===== config.mk =====
export PLATFORM = sky130hd
export DESIGN_NAME = decomp_sequencer
export DESIGN_NICKNAME = d
export VERILOG_FILES = /design/src/rtl/decomp_sequencer.sv
export SDC_FILE = /design/constraint.sdc
export NUM_CORES = 1
export LEC_CHECK = 0
export CAP_MARGIN = 20
export CORE_AREA = 5 5 90 92
export DETAILED_ROUTE_END_ITERATION = 16
export DIE_AREA = 0 0 95 97
export HOLD_SLACK_MARGIN = 0.06
export PLACE_DENSITY = 0.91
export SYNTH_ARGS = -nofsm -noshare
export SYNTH_HDL_FRONTEND = slang
export SYNTH_SLANG_ARGS = --single-unit

===== constraint.sdc =====
create_clock -name clk -period 3.17 [get_ports clk]
set_input_delay 0.4755 -clock clk [delete_from_list [all_inputs] [get_ports clk]]
set_output_delay 0.4755 -clock clk [all_outputs]
set_load 0.02 [all_outputs]

===== src/rtl/decomp_sequencer.sv =====
// Instruction decompression sequencer between imem and decode: passes normal words
// through one register stage and expands 4'hF tokens into 1..16 token-table entries.
module decomp_sequencer #(
    parameter int WIDTH = 32,
    parameter int TT_AW = 6,
    parameter int CNT_W = 16
) (
    input  logic             clk,
    input  logic             reset,
    input  logic [WIDTH-1:0] instr_in,
    input  logic             instr_valid,
    input  logic             out_ready,
    input  logic             flush,
    output logic [TT_AW-1:0] tt_addr,
    input  logic [WIDTH-1:0] tt_data,
    output logic [WIDTH-1:0] out_instr,
    output logic             out_valid,
    output logic             fetch_stall,
    output logic             busy,
    output logic [CNT_W-1:0] tok_count
);

    typedef enum logic {S_PASS, S_EXPAND} state_t;

    state_t           r_state, w_state_nxt;
    logic [TT_AW-1:0] r_base, w_base_nxt;
    logic [3:0]       r_idx, w_idx_nxt;
    logic [3:0]       r_cnt, w_cnt_nxt;
    logic [WIDTH-1:0] r_out_instr, w_out_instr_nxt;
    logic             r_out_valid, w_out_valid_nxt;
    logic [CNT_W-1:0] r_tok_count, w_tok_count_nxt;

    logic w_can_load;
    logic w_accept;
    logic w_is_token;

    assign w_can_load  = out_ready | ~r_out_valid;
    assign w_accept    = (r_state == S_PASS) & instr_valid & w_can_load & ~flush;
    assign w_is_token  = (instr_in[WIDTH-1 -: 4] == 4'hF);

    assign fetch_stall = instr_valid & ~w_accept & ~flush;
    // Table address wraps modulo the table depth.
    assign tt_addr     = r_base + TT_AW'(r_idx);
    assign out_instr   = r_out_instr;
    assign out_valid   = r_out_valid;
    assign busy        = (r_state == S_EXPAND);
    assign tok_count   = r_tok_count;

    always_comb begin
        w_state_nxt     = r_state;
        w_base_nxt      = r_base;
        w_idx_nxt       = r_idx;
        w_cnt_nxt       = r_cnt;
        w_out_instr_nxt = r_out_instr;
        w_out_valid_nxt = r_out_valid;
        w_tok_count_nxt = r_tok_count;

        // Flush overrides everything; the word on instr_in is dropped, even a token.
        if (flush) begin
            w_state_nxt     = S_PASS;
            w_idx_nxt       = 4'd0;
            w_out_valid_nxt = 1'b0;
        end else begin
            case (r_state)
                S_PASS: begin
                    if (w_accept) begin
                        if (w_is_token) begin
                            w_state_nxt     = S_EXPAND;
                            w_base_nxt      = instr_in[TT_AW-1:0];
                            w_cnt_nxt       = instr_in[WIDTH-5 -: 4];
                            w_idx_nxt       = 4'd0;
                            w_out_instr_nxt = '0;
                            w_out_valid_nxt = 1'b0;
                            if (r_tok_count != {CNT_W{1'b1}})
                                w_tok_count_nxt = r_tok_count + CNT_W'(1);
                        end else begin
                            w_out_instr_nxt = instr_in;
                            w_out_valid_nxt = 1'b1;
                        end
                    end else if (w_can_load) begin
                        w_out_valid_nxt = 1'b0;
                    end
                end
                S_EXPAND: begin
                    if (w_can_load) begin
                        w_out_instr_nxt = tt_data;
                        w_out_valid_nxt = 1'b1;
                        w_idx_nxt       = r_idx + 4'd1;
                        if (r_idx == r_cnt) begin
                            w_state_nxt = S_PASS;
                            w_idx_nxt   = 4'd0;
                        end
                    end
                end
                default: w_state_nxt = S_PASS;
            endcase
        end
    end

    always_ff @(posedge clk or negedge reset) begin
        if (!reset) begin
            r_state     <= S_PASS;
            r_base      <= '0;
            r_idx       <= 4'd0;
            r_cnt       <= 4'd0;
            r_out_instr <= '0;
            r_out_valid <= 1'b0;
            r_tok_count <= '0;
        end else begin
            r_state     <= w_state_nxt;
            r_base      <= w_base_nxt;
            r_idx       <= w_idx_nxt;
            r_cnt       <= w_cnt_nxt;
            r_out_instr <= w_out_instr_nxt;
            r_out_valid <= w_out_valid_nxt;
            r_tok_count <= w_tok_count_nxt;
        end
    end

endmodule


### Placed cells, one colour a class, run 1

Bar = 20 um. Fill, decap, tap and diode cells in grey.
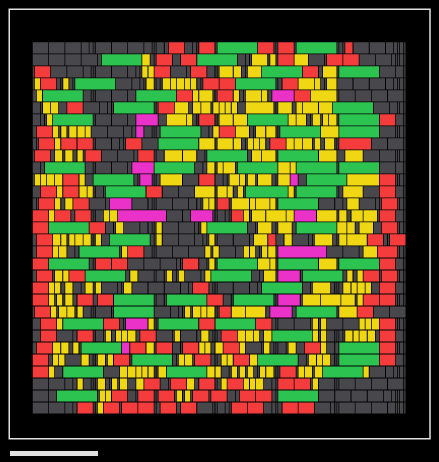
- yellow: remaining logic cells (cells 283)
- red: remaining buffers and delay cells (cells 130)
- green: registers (cells 64)
- magenta: clock drivers and dummy loads (cells 16)
Seq/total area: 0.333
FP Rows: 31

### Placed standard cells, run 1

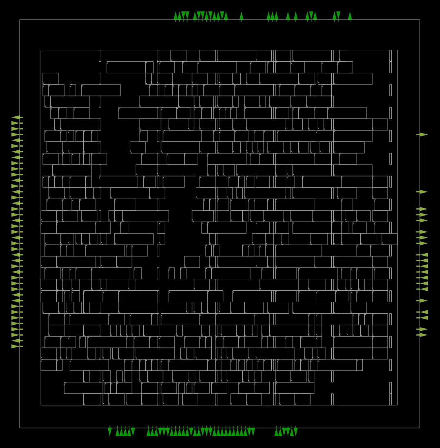
layout filler cell count: 572
final instance count without filler cells: 592
number of tapcells: 99

==> reports/metrics.yaml, run 1 <==
ff_latch_area_um2: 1600
n_multi_input_combinational_cell: 280
drcViolationCount: 0
switchingPower_mw: 0.692
yosys_warnings: 0
net_switching_share_of_the_total_power: 0.289
drt_pass1_iterations: 5
flip_flops_with_a_built_in_enable: 0
num_vias: 3041
signal_buffer_area_fraction: 0.269
number_of_flip_flops_and_latches: 64
power_leader: "sequential cells"
p_seq_frac: 0.414
max_frequency_ghz: 0.329
crit-reg2reg-capture: "out_instr[9]"
layout.core_utilization: 0.675
synthesis.area_um2: 3260
startpoint: "r_idx[0]"
p_clk_frac: 0.326
openroad.warnings: 26
use_met2: 0.328
totalNegativeSetupSlack_ps: 0
slew_viol_final: 0
cts.path.max_buffers: 2
timing.final.crit_period_ps: 3040
holdCritPathClass: "input port to async pin"
ys_seq_elements: 64
timing.final.setup_violations: 0
number_of_placed_instances_with_taps_included: 575
total_power_mw: 2.39
final_wirelength_mm: 8.82
port-buffer-count: 125
routed-wl-met3_um: 707
largest_reg_flops: 32
number_of_design_rule_violations_left_by_the_first_detailed_router_iteration: 146
netlist-cell-type-count: 40
inverters: 3
final.setup_skew_ps: 11.4
path_delay_family: "adder cells"
setup.worst_path.end_class: "output port"
rsz_0062_raised_after_global_routing: "no"
route.layer.met1.wl_mm: 3.44
critPathBufInv: 1
layout.cells.largest_class: "sequential cells"
grt_use_met3: 0.0652
dp_hpwl_mm: 6.38
io_pins: 126
post-synth-top-area-cell: "sky130_fd_sc_hd__dfrtp_1"
count_leader_synth: "sky130_fd_sc_hd__nor2_1"
ctsResizeCount: 0
synth_area_per_cell_um2: 8.88
number_of_buffers_created_by_cts: 9
gr-total-overflow: 0
pwrdens_nw_per_um2: 497
crit_path_cell_trace: "ha_1, fa_1, a21o_1, a21oi_1, xnor2_1, clkdlybuf4s50_1"
relSlewSlack: 0.520
area_fraction_in_compound_gates: 0.137
layout.clock_buffers: 10
max_cap_viol_count: 0
postCtsHoldBufs: 0
horizontal_die_size_um: 95
tightest_slew_ps: 720
cts.sinks: 64
grt_antenna_before_repair: 0
dr_wl_met2_mm: 4.44
ys_cells: 367
final_layout_size_suffix_gt1_frac: 0.0791
dpl-instance-area_um2: 4590
synthAdderAreaFrac: 0.0292
layout_top_cells: "sky130_fd_sc_hd__clkdlybuf4s50_1 (123), sky130_fd_sc_hd__nor2_1 (73), sky130_fd_sc_hd__a21oi_1 (68)"
design.core.area_um2: 7140
clk_latency_ps: 340
timing.setup.critical_path_class: "register to output port"
grt_pass1_wl_mm: 14.1
grt_pass1_vias: 3063
worstSetupStartpointType: "register"
total_inserted_antenna_cells: 0
tritoncts: "yes"
dominant_kind_of_combinational_cell: "simple AND/OR/NAND/NOR gates"
holdWs_ps: 175
max_stage_delay_cell_worst_path: "sky130_fd_sc_hd__clkdlybuf4s50_1"
run_status: "completed"
grt_util_met1: 0.214
### Logic cells by family, run 1

Bar = 20 um.
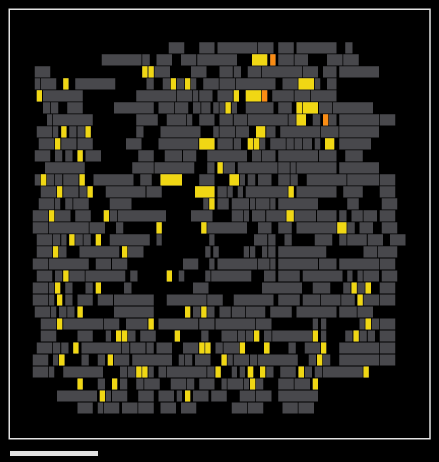
- orange: inv cells (cells 3; most used clkinv_1)
- yellow: nor cells (cells 86; most used nor2_1; where all over the die)
most frequently placed logic cell in the final layout: sky130_fd_sc_hd__clkdlybuf4s50_1
fraction of area in multi-input gates: 0.324

### Signal wires by layer, run 1

Bar = 20 um.
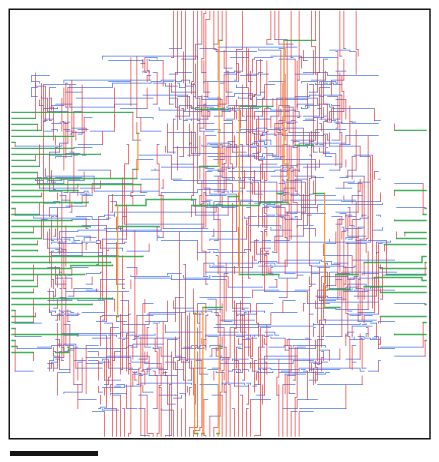

==> inputs of run 2 (changes only) <==
--- a/config.mk
+++ b/config.mk
@@ -11,6 +11,7 @@
 export DIE_AREA = 0 0 95 97
 export HOLD_SLACK_MARGIN = 0.06
 export PLACE_DENSITY = 0.91
+export SETUP_SLACK_MARGIN = 0.15
 export SYNTH_ARGS = -nofsm -noshare
 export SYNTH_HDL_FRONTEND = slang
 export SYNTH_SLANG_ARGS = --single-unit
### Signal wires by layer, run 2

Bar = 20 um.
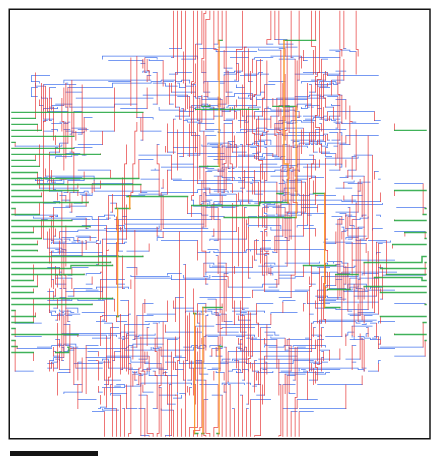
- red: M2 (wire length 4420 um)
- orange: M4 (wire length 220 um)
- green: M3 (wire length 703 um)
- blue: M1 (wire length 3450 um)

### Logic cells by family, run 2

Bar = 20 um.
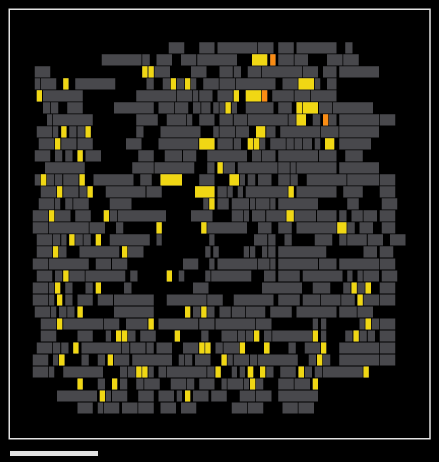
- orange: inv cells (cells 3; most used clkinv_1)
- yellow: nor cells (cells 86; most used nor2_1; where all over the die)

==> run 2 against run 1 <==
  * Die area unchanged
  * Global-route usage unchanged
  * Synthesized cell count stayed put
  * Cell area fell by 0.10%
  * Largest power group unchanged
  * Power fell by 0.30%
  * Register-to-register slack is essentially flat
  * Clock-buffer cell count did not move
  * Area after synthesis is the same
  * Combinational power barely moved
  * Highest routed layer unchanged
  * Non-clock buffer count did not move
  * Cell count stayed put
==> reports/metrics.yaml, run 2 <==
crit_path_cell_trace: "ha_1, a21o_1, a21oi_1, xnor2_1, clkdlybuf4s50_1"
worstSetupStartpointType: "register"
run_status: "completed"
timing.setup.critical_path_class: "register to output port"
flip_flops_with_a_built_in_enable: 0
yosys_warnings: 0
mapped_nets: 443
dominant_kind_of_combinational_cell: "simple AND/OR/NAND/NOR gates"
placementRows: 31
die_height_um: 97
path_delay_family: "buffers and inverters"
max_stage_delay_cell_worst_path: "sky130_fd_sc_hd__clkdlybuf4s50_1"
number_of_placed_instances_with_taps_included: 575
drcViolationCount: 0
postCtsHoldBufs: 0
timing.final.setup_violations: 0
dpl-instance-area_um2: 4590
holdCritPathClass: "input port to async pin"
crit-reg2reg-capture: "out_instr[9]"
signal_buffer_area_fraction: 0.268
io_pins: 126
switchingPower_mw: 0.688
grt_use_met3: 0.0652
grt_pass1_wl_mm: 14.1
use_met2: 0.328
well_tap_count: 99
total_power_mw: 2.38
synthesis.area_um2: 3260
grt_pass1_vias: 3063
layout.cells.largest_class: "sequential cells"
seq-cell-share: 0.333
area.share.combinational: 0.324
timing.rr.start: "busy"
route.layer.met1.wl_mm: 3.45
max_cap_viol_count: 0
pwrdens_nw_per_um2: 496
tritoncts: "yes"
most_frequently_placed_logic_cell_in_the_final_layout: "sky130_fd_sc_hd__clkdlybuf4s50_1"
grt_util_met1: 0.214
num_vias: 3027
fillCellCount: 575
p_clk_frac: 0.325
inverters: 3
power_leader: "sequential cells"
openroad.warnings: 26
count_leader_synth: "sky130_fd_sc_hd__nor2_1"
final-instance-count-excl-fill: 592
ctsResizeCount: 2
layout_top_cells: "sky130_fd_sc_hd__clkdlybuf4s50_1 (122), sky130_fd_sc_hd__nor2_1 (73), sky130_fd_sc_hd__a21oi_1 (68)"
dp_hpwl_mm: 6.38
synth_area_per_cell_um2: 8.88
synthAdderAreaFrac: 0.0292
number_of_flip_flops_and_latches: 64
final_wirelength_mm: 8.80
layout.clock_buffers: 10
net_switching_share_of_the_total_power: 0.289
totalNegativeSetupSlack_ps: 0
p_seq_frac: 0.415
grt_antenna_before_repair: 0
number_of_buffers_created_by_cts: 9
routed-wl-met3_um: 702
layout.core_utilization: 0.674
dr_wl_met2_mm: 4.42
rsz_0062_raised_after_global_routing: "no"
post_cts_buffers: 0
horizontal_die_size_um: 95
netlist-cell-type-count: 40
largest_reg_flops: 32
setup.worst_path.end_class: "output port"
holdWs_ps: 181
cts.sinks: 64
design.core.area_um2: 7140
relSlewSlack: 0.519
slew_viol_final: 0
number_of_design_rule_violations_left_by_the_first_detailed_router_iteration: 124
port-buffer-count: 125
final.setup_skew_ps: 10.6
gr-total-overflow: 0
ff_latch_area_um2: 1600
tightest_slew_ps: 722
timing.final.crit_period_ps: 2780
clk_latency_ps: 340
n_multi_input_combinational_cell: 280
area_fraction_in_compound_gates: 0.137
total_inserted_antenna_cells: 0
startpoint: "r_idx[1]"
final_layout_size_suffix_gt1_frac: 0.0791
ys_seq_elements: 64
max_frequency_ghz: 0.359
==> inputs of run 3 (changes only) <==
--- a/config.mk
+++ b/config.mk
@@ -5,12 +5,14 @@
 export SDC_FILE = /design/constraint.sdc
 export NUM_CORES = 1
 export LEC_CHECK = 0
+export ABC_AREA = 1
 export CAP_MARGIN = 20
-export CORE_AREA = 5 5 90 92
+export CORE_AREA = 5 5 91 93
 export DETAILED_ROUTE_END_ITERATION = 16
-export DIE_AREA = 0 0 95 97
+export DIE_AREA = 0 0 96 98
+export GPL_ROUTABILITY_DRIVEN = 0
 export HOLD_SLACK_MARGIN = 0.06
-export PLACE_DENSITY = 0.91
+export PLACE_DENSITY = 0.92
 export SETUP_SLACK_MARGIN = 0.15
 export SYNTH_ARGS = -nofsm -noshare
 export SYNTH_HDL_FRONTEND = slang
==> run 3 against run 2 <==
  * Critical path depth increased by 1
  * Die area grew 2.1%
  * Synthesized cell count rose by 22%
  * Sequential power increased by 4%
  * Area after synthesis increased by 5.4%
  * Worst setup slack lost 38 ps
  * Global-route usage rose by 3.3 points
  * Combinational power up 18%
  * First-iteration DRC count increased by 25%
  * Critical path type unchanged
  * Critical endpoint is now tt_addr[4]
  * Largest power group unchanged
==> reports/metrics.yaml, run 3 <==
run_status: "completed"
postCtsHoldBufs: 0
holdCritPathClass: "input port to async pin"
flip_flops_with_a_built_in_enable: 0
yosys_warnings: 0
gr-total-overflow: 0
cts.path.max_buffers: 2
layout.core_utilization: 0.670
final-instance-count-excl-fill: 675
holdWs_ps: 294
switchingPower_mw: 0.777
layout.cells.largest_class: "multi-input combinational cells"
layout_top_cells: "sky130_fd_sc_hd__nand2_1 (149), sky130_fd_sc_hd__clkdlybuf4s50_1 (124), sky130_fd_sc_hd__dfrtp_1 (64)"
well_tap_count: 102
max_cap_viol_count: 0
rsz_0062_raised_after_global_routing: "no"
drcViolationCount: 0
dominant_kind_of_combinational_cell: "simple AND/OR/NAND/NOR gates"
route.layer.met1.wl_mm: 3.91
netlist-cell-type-count: 32
drt_pass1_iterations: 4
final.setup_skew_ps: 7.81
n_multi_input_combinational_cell: 333
synthesis.area_um2: 3440
layout.clock_buffers: 13
number_of_flip_flops_and_latches: 64
seq-cell-share: 0.321
mapped_nets: 524
startpoint: "r_idx[0]"
grt_antenna_before_repair: 0
port-buffer-count: 125
post_cts_buffers: 0
cts.sinks: 64
timing.final.crit_period_ps: 2820
clk_latency_ps: 350
routed-wl-met3_um: 869
grt_pass1_vias: 3615
tritoncts: "yes"
timing.rr.start: "busy"
final_wirelength_mm: 10.1
ctsResizeCount: 0
dp_hpwl_mm: 7.58
placementRows: 32
crit_path_cell_trace: "ha_1, fa_1, nand3_1, nand2_1, xor2_1, clkdlybuf4s50_1"
count_leader_synth: "sky130_fd_sc_hd__nand2_1"
largest_reg_flops: 32
### Placed cells, one colour a class, run 3

Bar = 20 um. Fill, decap, tap and diode cells in grey.
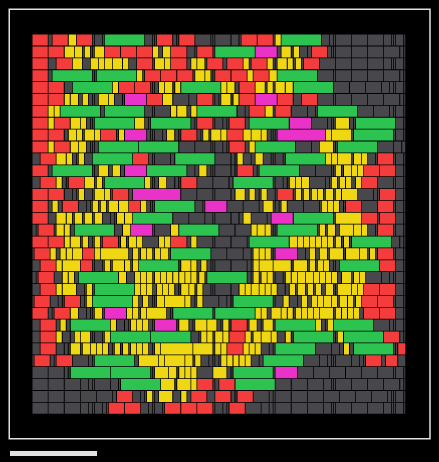
- magenta: clock drivers and dummy loads (cells 15)
- green: registers (cells 64)
- yellow: remaining logic cells (cells 365)
- red: remaining buffers and delay cells (cells 129)

### Logic cells by family, run 3

Bar = 20 um.
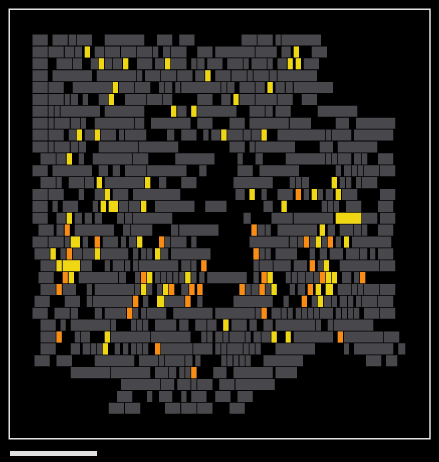
- orange: inv cells (cells 32; most used inv_1)
- yellow: nor cells (cells 61; most used nor2_1)

Power and IR drop assume default switching activity.
